File: src/rtl/ps2_scancode_rx_if.sv
// ps2_scancode_rx_if
// Scan-code delivery bus between the PS/2 receive front end and the game
// core's input decoder.
//   SCAN_VALID : one-cycle strobe, SCAN_CODE holds a new good byte
//   SCAN_CODE  : last good byte, held between strobes
//   FRAME_ERR  : one-cycle strobe on parity/start/stop/timeout failure
//   KEY_EXT    : E0 prefix preceded this byte (0 unless prefix decode built)
//   KEY_BREAK  : F0 prefix preceded this byte (0 unless prefix decode built)
// Modports: master = receiver (drives the bus), slave = consumer.
`timescale 1ns/1ps

interface ps2_scancode_rx_if;
  logic       SCAN_VALID;
  logic [7:0] SCAN_CODE;
  logic       FRAME_ERR;
  logic       KEY_EXT;
  logic       KEY_BREAK;

  modport master (
    output SCAN_VALID,
    output SCAN_CODE,
    output FRAME_ERR,
    output KEY_EXT,
    output KEY_BREAK
  );

  modport slave (
    input SCAN_VALID,
    input SCAN_CODE,
    input FRAME_ERR,
    input KEY_EXT,
    input KEY_BREAK
  );
endinterface

File: src/rtl/ps2_scancode_rx.sv
// ps2_scancode_rx
// PS/2 keyboard receive front end. Synchronises and deglitches the raw
// PS2_CLK/PS2_DATA pins, deframes 11-bit device-to-host frames (start,
// 8 data LSB first, odd parity, stop) and delivers each good byte as a
// one-cycle strobe in the 25 MHz domain. Receive-only.
// Ports:
//   CLK_25MHZ : system clock (single domain)
//   RESET     : synchronous, active-high reset
//   PS2_CLK   : raw PS/2 clock pin, asynchronous
//   PS2_DATA  : raw PS/2 data pin, asynchronous
//   scan_bus  : ps2_scancode_rx_if.master (SCAN_VALID, SCAN_CODE,
//               FRAME_ERR, KEY_EXT, KEY_BREAK)
// Parameters:
//   FILTER_LEN     : consecutive equal samples before the filtered clock
//                    changes state (2..15)
//   TIMEOUT_CYCLES : cycles allowed between falls inside a frame
// Optional feature macro: PS2_PREFIX_DECODE_EN
//   Defined   : E0/F0 prefixes are absorbed into sticky flags and reported
//               on KEY_EXT/KEY_BREAK with the following byte.
//   Undefined : every good byte is emitted raw; KEY_EXT/KEY_BREAK tied 0.
`timescale 1ns/1ps

module ps2_scancode_rx #(
  parameter int FILTER_LEN     = 4,
  parameter int TIMEOUT_CYCLES = 5000
) (
  input  logic                  CLK_25MHZ,
  input  logic                  RESET,
  input  logic                  PS2_CLK,
  input  logic                  PS2_DATA,
  ps2_scancode_rx_if.master     scan_bus
);

  localparam int TO_W = $clog2(TIMEOUT_CYCLES);

  typedef enum logic [1:0] {IDLE, DATA, PARITY, STOP} state_t;

  logic            clk_meta_q, clk_sync_q, data_meta_q, data_sync_q;
  logic [3:0]      filt_cnt_q, filt_cnt_d;
  logic            filt_clk_q, filt_clk_d;
  logic            filt_prev_q;
  logic            fall;
  state_t          state_q, state_d;
  logic [2:0]      bit_cnt_q, bit_cnt_d;
  logic [7:0]      shift_q, shift_d;
  logic            parity_q, parity_d;
  logic [TO_W-1:0] to_cnt_q, to_cnt_d;
  logic            good_byte;
  logic            frame_err_d, frame_err_q;
  logic            scan_valid_d, scan_valid_q;
  logic [7:0]      scan_code_d, scan_code_q;

  // The filtered clock only follows the synchronised pin once it has
  // disagreed for FILTER_LEN samples in a row; any agreement restarts it.
  always_comb begin
    filt_cnt_d = '0;
    filt_clk_d = filt_clk_q;
    if (clk_sync_q != filt_clk_q) begin
      if (filt_cnt_q == 4'(FILTER_LEN - 1)) begin
        filt_clk_d = clk_sync_q;
      end else begin
        filt_cnt_d = filt_cnt_q + 4'd1;
      end
    end
  end

  assign fall = filt_prev_q & ~filt_clk_q;

  // Frame deframing and inter-edge timeout. A fall always takes priority
  // over the timeout so a late-but-valid edge is never discarded.
  always_comb begin
    state_d     = state_q;
    bit_cnt_d   = bit_cnt_q;
    shift_d     = shift_q;
    parity_d    = parity_q;
    to_cnt_d    = to_cnt_q;
    good_byte   = 1'b0;
    frame_err_d = 1'b0;

    if (state_q == IDLE || fall) begin
      to_cnt_d = '0;
    end else if (to_cnt_q == TO_W'(TIMEOUT_CYCLES - 1)) begin
      to_cnt_d    = '0;
      state_d     = IDLE;
      frame_err_d = 1'b1;
    end else begin
      to_cnt_d = to_cnt_q + 1'b1;
    end

    if (fall) begin
      case (state_q)
        IDLE: begin
          if (!data_sync_q) begin
            state_d   = DATA;
            bit_cnt_d = '0;
            shift_d   = '0;
          end else begin
            frame_err_d = 1'b1;
          end
        end
        DATA: begin
          shift_d[bit_cnt_q] = data_sync_q;
          bit_cnt_d          = bit_cnt_q + 3'd1;
          if (bit_cnt_q == 3'd7) state_d = PARITY;
        end
        PARITY: begin
          parity_d = data_sync_q;
          state_d  = STOP;
        end
        STOP: begin
          state_d = IDLE;
          if (data_sync_q && ((^shift_q) ^ parity_q)) begin
            good_byte = 1'b1;
          end else begin
            frame_err_d = 1'b1;
          end
        end
        default: state_d = IDLE;
      endcase
    end
  end

`ifdef PS2_PREFIX_DECODE_EN
  logic ext_q, ext_d, brk_q, brk_d;
  logic key_ext_q, key_ext_d, key_break_q, key_break_d;

  // Prefix bytes are swallowed into sticky flags; the next real byte
  // carries them out and clears them. Any frame error drops them.
  always_comb begin
    scan_valid_d = 1'b0;
    scan_code_d  = scan_code_q;
    ext_d        = ext_q;
    brk_d        = brk_q;
    key_ext_d    = key_ext_q;
    key_break_d  = key_break_q;
    if (good_byte) begin
      if (shift_q == 8'hE0) begin
        ext_d = 1'b1;
      end else if (shift_q == 8'hF0) begin
        brk_d = 1'b1;
      end else begin
        scan_valid_d = 1'b1;
        scan_code_d  = shift_q;
        key_ext_d    = ext_q;
        key_break_d  = brk_q;
        ext_d        = 1'b0;
        brk_d        = 1'b0;
      end
    end
    if (frame_err_d) begin
      ext_d = 1'b0;
      brk_d = 1'b0;
    end
  end

  always_ff @(posedge CLK_25MHZ) begin
    if (RESET) begin
      ext_q       <= 1'b0;
      brk_q       <= 1'b0;
      key_ext_q   <= 1'b0;
      key_break_q <= 1'b0;
    end else begin
      ext_q       <= ext_d;
      brk_q       <= brk_d;
      key_ext_q   <= key_ext_d;
      key_break_q <= key_break_d;
    end
  end

  assign scan_bus.KEY_EXT   = key_ext_q;
  assign scan_bus.KEY_BREAK = key_break_q;
`else
  // Without prefix decoding every good byte goes straight out.
  always_comb begin
    scan_valid_d = good_byte;
    scan_code_d  = good_byte ? shift_q : scan_code_q;
  end

  assign scan_bus.KEY_EXT   = 1'b0;
  assign scan_bus.KEY_BREAK = 1'b0;
`endif

  // State registers; pins come in through two-flop synchronisers that
  // idle high like the bus itself.
  always_ff @(posedge CLK_25MHZ) begin
    if (RESET) begin
      clk_meta_q   <= 1'b1;
      clk_sync_q   <= 1'b1;
      data_meta_q  <= 1'b1;
      data_sync_q  <= 1'b1;
      filt_cnt_q   <= '0;
      filt_clk_q   <= 1'b1;
      filt_prev_q  <= 1'b1;
      state_q      <= IDLE;
      bit_cnt_q    <= '0;
      shift_q      <= '0;
      parity_q     <= 1'b0;
      to_cnt_q     <= '0;
      frame_err_q  <= 1'b0;
      scan_valid_q <= 1'b0;
      scan_code_q  <= '0;
    end else begin
      clk_meta_q   <= PS2_CLK;
      clk_sync_q   <= clk_meta_q;
      data_meta_q  <= PS2_DATA;
      data_sync_q  <= data_meta_q;
      filt_cnt_q   <= filt_cnt_d;
      filt_clk_q   <= filt_clk_d;
      filt_prev_q  <= filt_clk_q;
      state_q      <= state_d;
      bit_cnt_q    <= bit_cnt_d;
      shift_q      <= shift_d;
      parity_q     <= parity_d;
      to_cnt_q     <= to_cnt_d;
      frame_err_q  <= frame_err_d;
      scan_valid_q <= scan_valid_d;
      scan_code_q  <= scan_code_d;
    end
  end

  assign scan_bus.SCAN_VALID = scan_valid_q;
  assign scan_bus.SCAN_CODE  = scan_code_q;
  assign scan_bus.FRAME_ERR  = frame_err_q;

endmodule
File: src/flat_wrapper.sv
// flat-port wrapper written by rule: the top's interface ports become plain ports
module ps2_scancode_rx_flat 
#(
  parameter int FILTER_LEN     = 4,
  parameter int TIMEOUT_CYCLES = 5000
)
  (CLK_25MHZ, RESET, PS2_CLK, PS2_DATA, scan_bus_SCAN_VALID, scan_bus_SCAN_CODE, scan_bus_FRAME_ERR, scan_bus_KEY_EXT, scan_bus_KEY_BREAK);
  ps2_scancode_rx_if scan_bus_i ();
  input  logic CLK_25MHZ;
  input  logic RESET;
  input  logic PS2_CLK;
  input  logic PS2_DATA;
  output wire logic [$bits(scan_bus_i.SCAN_VALID)-1:0] scan_bus_SCAN_VALID;
  output wire logic [$bits(scan_bus_i.SCAN_CODE)-1:0] scan_bus_SCAN_CODE;
  output wire logic [$bits(scan_bus_i.FRAME_ERR)-1:0] scan_bus_FRAME_ERR;
  output wire logic [$bits(scan_bus_i.KEY_EXT)-1:0] scan_bus_KEY_EXT;
  output wire logic [$bits(scan_bus_i.KEY_BREAK)-1:0] scan_bus_KEY_BREAK;
  assign scan_bus_SCAN_VALID = scan_bus_i.SCAN_VALID;
  assign scan_bus_SCAN_CODE = scan_bus_i.SCAN_CODE;
  assign scan_bus_FRAME_ERR = scan_bus_i.FRAME_ERR;
  assign scan_bus_KEY_EXT = scan_bus_i.KEY_EXT;
  assign scan_bus_KEY_BREAK = scan_bus_i.KEY_BREAK;
  ps2_scancode_rx #(.FILTER_LEN(FILTER_LEN), .TIMEOUT_CYCLES(TIMEOUT_CYCLES)) u_core (.CLK_25MHZ(CLK_25MHZ), .RESET(RESET), .PS2_CLK(PS2_CLK), .PS2_DATA(PS2_DATA), .scan_bus(scan_bus_i));
endmodule
File: config.mk
export PLATFORM = sky130hd
export DESIGN_NAME = ps2_scancode_rx_flat
export DESIGN_NICKNAME = d
export VERILOG_FILES = /design/src/rtl/ps2_scancode_rx_if.sv /design/src/rtl/ps2_scancode_rx.sv /design/src/flat_wrapper.sv
export SDC_FILE = /design/constraint.sdc
export NUM_CORES = 1
export LEC_CHECK = 0
export ABC_AREA = 1
export CORE_ASPECT_RATIO = 1.5
export CORE_MARGIN = 3
export CORE_UTILIZATION = 44
export DETAILED_ROUTE_END_ITERATION = 7
export PLACE_DENSITY = 0.61
export SLEW_MARGIN = 15
export SYNTH_ARGS = -nofsm -noshare
export SYNTH_HDL_FRONTEND = slang
export SYNTH_SLANG_ARGS = --single-unit
File: constraint.sdc
create_clock -name CLK_25MHZ -period 2.05 [get_ports CLK_25MHZ]
set_input_delay 0.615 -clock CLK_25MHZ [delete_from_list [all_inputs] [get_ports CLK_25MHZ]]
set_output_delay 0.615 -clock CLK_25MHZ [all_outputs]
set_load 0.005 [all_outputs]
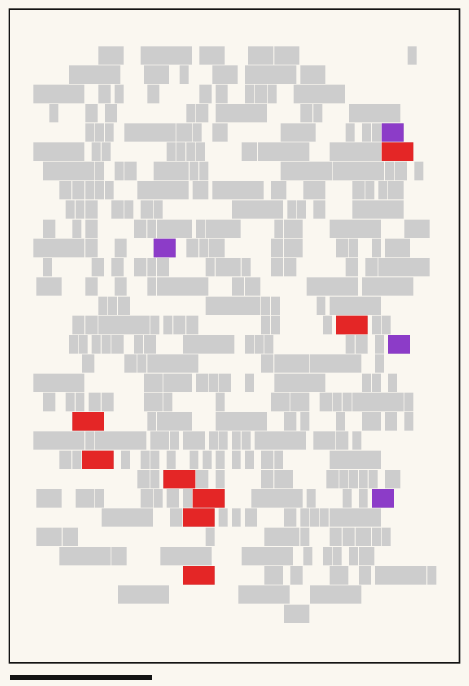
Figure 1: run 1, logic cells by family.
The bar under the picture is 20 um long.
Key: red = fa/ha/maj cells [cells 8, most used ha_1]; purple = xor and xnor cells [cells 4, most used xor2_1]

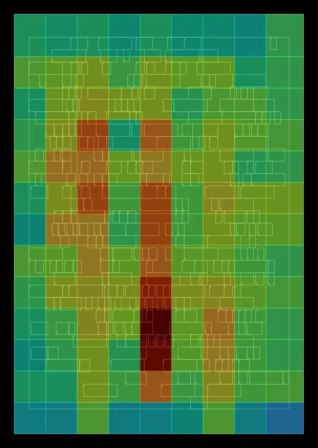
Figure 2: run 1, routing congestion.
met1 track demand over resource: 16.87%
wire per inst: 10.43 um

==> run notes, run 1 <==
Quick summary of the implementation run below.

The flow ran to the end, and the final reports show no timing, DRC or antenna violations. Looking at the critical path, the single cell with the biggest stage delay is sky130_fd_sc_hd__clkdlybuf4s50_1. Between the synthesized netlist and the finished layout, the area growth was recorded as 14.33%.

Summing all multi-input logic gate instances after layout gives 0.001021 mm^2. For the worst setup path, the data arrival time is 1140 ps. The layout report gives the multi-input gate share of total cell area as between 40% and 50%. The insertion delay at the late pin of the worst-skew pair is 300 ps. The cell at the root of the clock tree is sky130_fd_sc_hd__clkbuf_8.

Entering global routing, the biggest net connects 19 pins. sky130_fd_sc_hd__dfxtp_1 takes more of the synthesized area than any other cell. The layout summary lists the proportion of cells stronger than drive strength 1 as under 10%. The total number of tap cells is 64. The depth of the CTS H-tree came out at 2. Grouping non-sequential cells by family puts the most area in simple AND/OR/NAND/NOR gates. Sequential cells placed in the final layout were counted as 47. The count of cells resized by post-cts repair came out at 0. The share of flip-flops with an asynchronous set or reset is 0%.

The critical path startpoint category is a flop. The commonest cells after synthesis are 59 x sky130_fd_sc_hd__nand2_1, 47 x sky130_fd_sc_hd__dfxtp_1, 44 x sky130_fd_sc_hd__inv_1. The critical path endpoint has a required time of 1430 ps. The number of antenna violations at the first check in global routing is 0. The combined global-route utilization of all metal layers came out at 15.06%. The critical-path maximum fanout is 2. The most repeated cell in the gate-level netlist after synthesis is sky130_fd_sc_hd__nand2_1. The and-or/or-and share of the synthesized area came out at ~14%. Clock tree buffers and inverters occupy 4.177% of the routed design's cell area. The number of endpoints with negative hold slack in the final report is 0. The final cell count without fillers came out at 380. The type of the worst min-delay path is reg2reg. Looking at the worst setup and hold paths, the clock pins of their registers show a slew of about 80 ps. The unique cell type count in the Yosys netlist is 34. Looking at the clock tree report, the maximum root-to-sink buffer count equals 2. The highest metal layer with signal wires is met4. Across the whole layout, storage elements account for around 940 um^2. The via count is 1,804.

The adder and majority gate portion of the synthesized area is 4.603%. Summing all multiplexer cells gives an area fraction of 0%. The final cell utilization of the core is 53.41%. The parity-gate share of the synthesized area counting xor and xnor cells came out at between 1.5 and 2%.

The peak per-stage delay on the critical path is 510 ps. Sequential cells were found to cover 43.27% of the synthesized design area. The final design was reported to hold multi-input combinational gates totalling 197. Buffers placed on the I/O ports in this run total 13. The worst setup path is captured at an output pin. The number of fill cells came out at 487.

Routing resource usage on met3 recorded by global route was 3.309%. The number of clock buffers inserted by TritonCTS is 5. The power per unit of standard cell area is 629.8 mW/mm^2. The vertical die size came out at 92.10 um.

Broken down by cell family, the worst path's largest delay share belongs to buffers and inverters.
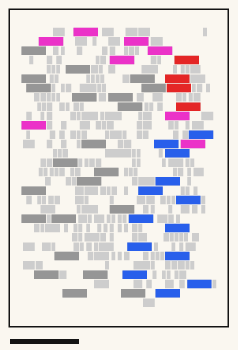
Figure 3: run 1, where the registers sit.
The bar under the picture is 20 um long. Other sequential cells in the stronger grey, the rest of the logic in the fainter grey.
Key: red = u_core.filt_cnt_q [placed flops 4, where upper right]; blue = u_core.to_cnt_q [placed flops 13]; magenta = u_core.scan_bus.SCAN_CODE [placed flops 8]
Another 22 sequential cells are not coloured.

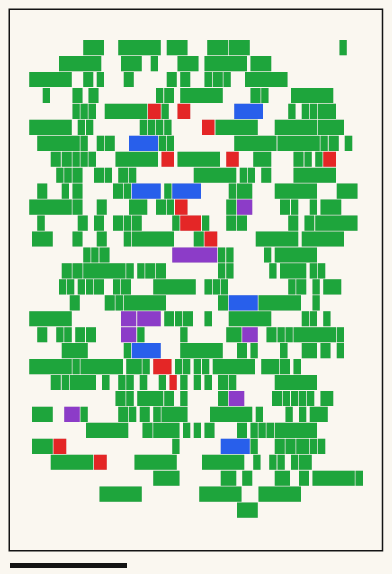
Figure 4: run 1, cells by drive strength.
The bar under the picture is 20 um long.
Key: blue = x6 and larger [cells 7, share 2.2%]; red = x2 [cells 13, share 4.1%]; purple = x3 and x4 [cells 8, share 2.5%]; green = x1 and smaller [cells 288, share 91%]
area of all placed cells without fillers: 0.002486 mm^2
Signal buffers: 18
worst setup margin: 294.1 ps

## run 1: state kept, by name (all words and copies together), names as in the netlist, 2 cells and up
register                   count
u_core.state_q                 2
u_core.filt_cnt_q              4
u_core.to_cnt_q               13
u_core.scan_bus.SCAN_CODE      8
u_core.bit_cnt_q               3
u_core.shift_q                 8
## run 1: power by group
group | internal (uW) | switching (uW)
Sequential | 916 | 2.95
Clock | 307 | 309
Combinational | 14.1 | 16.9
Total | 1240 | 329
## run 1: per-stage QoR
stage          hold WS [ps]  setup slack, ps  power [uW]
3_3_place_gp          392.5            220.8       971.8
4_1_cts               416.3            268.4        1592
6_report              413.6            294.1        1566
3_5_place_dp          395.8            209.4       972.4
5_1_grt               440.0            142.7        1629
2_1_floorplan         389.5            568.6       959.7
==> run 1 -> run 2 <==
Settings changed: MAX_ROUTING_LAYER set to met4.
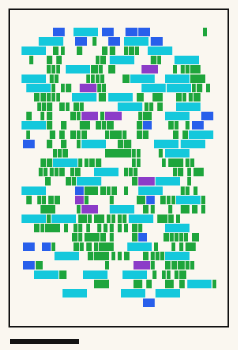
Figure 5: run 2, placement by cell class.
The bar under the picture is 20 um long.
Key: cyan = sequential cells [cells 47]; green = remaining logic cells [cells 243]; purple = clock drivers and dummy loads [cells 8]; blue = remaining buffers and delay cells [cells 18]

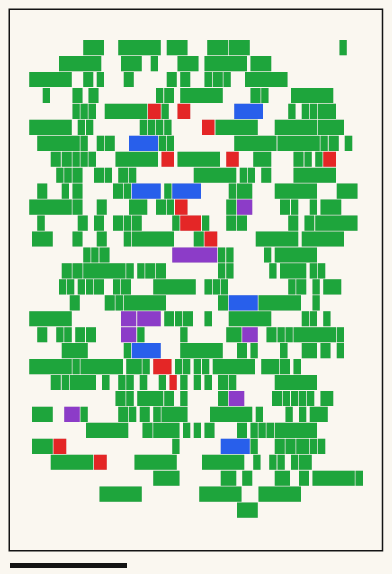
Figure 6: run 2, cells by drive strength.
The bar under the picture is 20 um long.
Key: red = x2 [cells 13, share 4.1%]; purple = x3 and x4 [cells 8, share 2.5%]; green = x1 and smaller [cells 288, share 91%]; blue = x6 and larger [cells 7, share 2.2%]

==> run 2 against run 1 <==
Die area did not move. Combinational power barely moved. Worst hold slack did not move. Critical path type unchanged.
==> run notes, run 2 <==
Quick summary of the implementation run below.

The highest metal layer with signal wires is met4. The pin count of the biggest net entering global routing is 19. The power per unit of standard cell area is 629.9 mW/mm^2.

Among the non-sequential cells, simple AND/OR/NAND/NOR gates take the most area. The and-or/or-and share of the synthesized area is 13.98%. The post-layout total power came out at 1566 uW.

Across every metal layer, demand over resource in global routing totals 15.47%. The registers of the reported paths see a clock transition of 80 ps. The register with the most flip-flops in the layout has 13 of them.

Sequential elements use roughly 43% of the synthesized area. The count of cells resized by post-cts repair came out at 0. The multiplexer share of the synthesized area came out at 0%. Looking at area per cell type in the netlist, the leader is sky130_fd_sc_hd__dfxtp_1. The largest register by flop count is u_core.to_cnt_q. The flow ran to the end, and the final reports show no timing, DRC or antenna violations. Per the OpenROAD floorplan log, the height of the die is between 90 and 100 um. The slowest stage of the critical path belongs to the cell sky130_fd_sc_hd__clkdlybuf4s50_1. The post-route worst hold slack is 413.6 ps. The finished layout reports a core utilization of between 50% and 60%. The critical-path maximum fanout is 2.
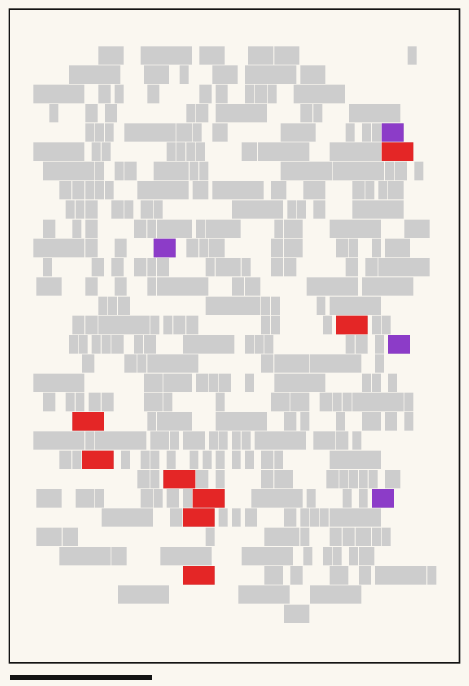
Figure 7: run 2, logic cells by family.
The bar under the picture is 20 um long.
Key: red = fa/ha/maj cells [cells 8, most used ha_1]; purple = xor and xnor cells [cells 4, most used xor2_1]
Comb area share: 41.07%
most common cell after layout, fill and taps aside: sky130_fd_sc_hd__nand2_1

## run 2: cell counts after synthesis
No cell type changed its count.
## run 2: power by group
part           internal [uW]  switching [uW]  total (uW)
combinational           14.1            16.9        31.0
clock                    307             309         616
sequential               916            2.95         919
## run 2: cell type report
| type | count | area, um^2 | share of cell area [%] |
|---|---|---|---|
| sequential | 47 | 940.9 | 37.85 |
| timing repair buffer | 18 | 167.7 | 6.744 |
| multi-input combinational | 197 | 1021 | 41.07 |
| inverter | 46 | 172.7 | 6.945 |
| tap | 64 | 80.08 | 3.221 |
| clock inverter | 1 | 7.507 | 0.3020 |
| clock buffer | 7 | 96.34 | 3.875 |
==> run 2 -> run 3 <==
Settings changed: CAP_MARGIN set to 15.
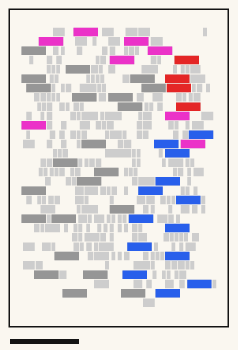
Figure 8: run 3, where the registers sit.
The bar under the picture is 20 um long. Other sequential cells in the stronger grey, the rest of the logic in the fainter grey.
Key: magenta = u_core.scan_bus.SCAN_CODE [placed flops 8]; red = u_core.filt_cnt_q [placed flops 4, where upper right]; blue = u_core.to_cnt_q [placed flops 13]
sequential logic power: 919 uW
Post-Route Utilization: 53.41%
area taken by flip-flops and latches: 940.9 um^2

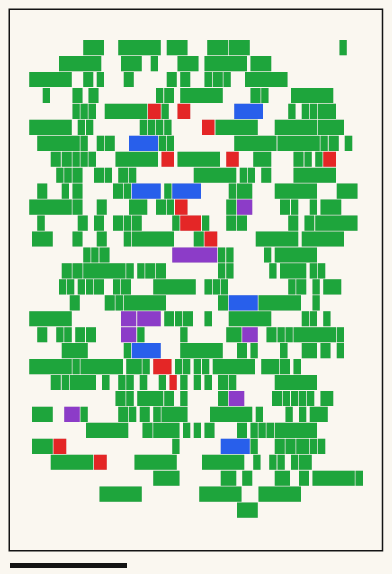
Figure 9: run 3, cells by drive strength.
The bar under the picture is 20 um long.
Key: purple = x3 and x4 [cells 8, share 2.5%]; blue = x6 and larger [cells 7, share 2.2%]; red = x2 [cells 13, share 4.1%]; green = x1 and smaller [cells 288, share 91%]

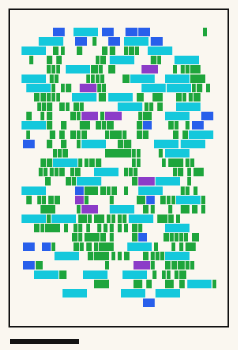
Figure 10: run 3, placement by cell class.
The bar under the picture is 20 um long.
Key: purple = clock drivers and dummy loads [cells 8]; cyan = sequential cells [cells 47]; blue = remaining buffers and delay cells [cells 18]; green = remaining logic cells [cells 243]
std cell rows: 30
sequential fraction of total cell area: 37.85%
area of the core: 0.004654 mm^2

==> run 3 against run 2 <==
Fmax did not move. Via count did not move. Power did not move. Largest power group unchanged. Highest routed layer unchanged.
==> run notes, run 3 <==
Quick summary of the implementation run below.

The run finished with clean final reports. According to the floorplan report, the die height is 92.10 um. The combinational share of power is about 2.0%. The worst setup path is launched from a flop. The insertion delay at the late pin of the worst-skew pair came out at 300 ps. The longest clock path from root to sink contains 2 buffers. Of the total power, the share spent switching nets is 21.00%. The peak per-stage delay on the critical path came out at 510 ps. The combined global-route utilization of all metal layers came out at 15.47%. The number of clock buffers in the layout is 7. The depth of the CTS H-tree is 2. The family with the most delay on the worst path is buffers and inverters. In the final layout, the multi-input gates occupy approximately 0.0010 mm^2. The largest share of the power goes to registers. STA classifies the critical path endpoint as an output pin.

The number of flip-flops under the largest register name came out at 13. For this design, the slowest cell found on the critical path is sky130_fd_sc_hd__clkdlybuf4s50_1. Internal power comes to 1237 uW. From synthesis to final layout, the design area changed by 14.33%. The clock group share of total power is 39.3%.

The number of endpoints with negative hold slack in the final report came out at 0. The most frequent logic cell in the layout is sky130_fd_sc_hd__nand2_1. The data required time at the worst endpoint is 1430 ps. The clock network power is 616 uW. The flop count came out at 47. The relative contribution of sequential cells to total power is 58.7%. Per the CTS log, the root buffer master is sky130_fd_sc_hd__clkbuf_8. The clock-pin slew on the worst setup and hold paths came out at 80 ps. Signal routing reaches up to met4. The post-detailed-route wirelength per cell is 10.43 um. The power per unit of standard cell area is 629.9 mW/mm^2. Total power for the finished layout comes to 1566 uW.

The design area came out at approximately 0.0025 mm^2. The total number of tap cells came out at 64. After synthesis, the most frequently instantiated cells are 59 x sky130_fd_sc_hd__nand2_1, 47 x sky130_fd_sc_hd__dfxtp_1, 44 x sky130_fd_sc_hd__inv_1.

The fraction of cell area in multi-input combinational cells is reported as around 40%. The count of cells resized by post-cts repair is 0. Per the synthesis report, the number of distinct cell types is 34.

The critical path in the final layout is reported with a setup slack of 294.1 ps. The final layout report lists a non-clock inverter count of 46. The number of buffers other than clock buffers in the final layout is 18. Setup slack on the worst path after placement came out at about 210 ps. More flip-flops sit in one register than any other, and that register is u_core.to_cnt_q. The share of flip-flops with an asynchronous set or reset is 0%. Among all cell classes, the greatest summed area belongs to multi-input combinational cells. The relative area of clock buffers and inverters in the final design is approximately 4.2%.
run 3: final timing paths:
path	slack [ps]	start	cells past startpoint	endpoint
max	290	u_core.scan_bus.SCAN_CODE[1]	1	scan_bus_SCAN_CODE[1]
min	410	u_core.data_meta_q	1	u_core.data_sync_q
max reg2reg	360	u_core.state_q[1]	10	u_core.shift_q[4]
min reg2reg	410	u_core.data_meta_q	1	u_core.data_sync_q
run 3: cells by family after synthesis:
group	share of synthesized area (%)
simple gates	26.41
compound gates	13.98
buf+inv	9.953
flops	43.27
fa+ha+maj	4.603
xor+xnor	1.611
other cells	0.1724
run 3: per-layer routing:
layer | vias up | global-route usage [%]
met5 | - | -
met4 | 0 | 6.847
met3 | 9 | 3.309
met2 | 15 | 26.68
met1 | 800 | 16.87
li1 | 980 | -
Power and IR drop assume default switching activity.
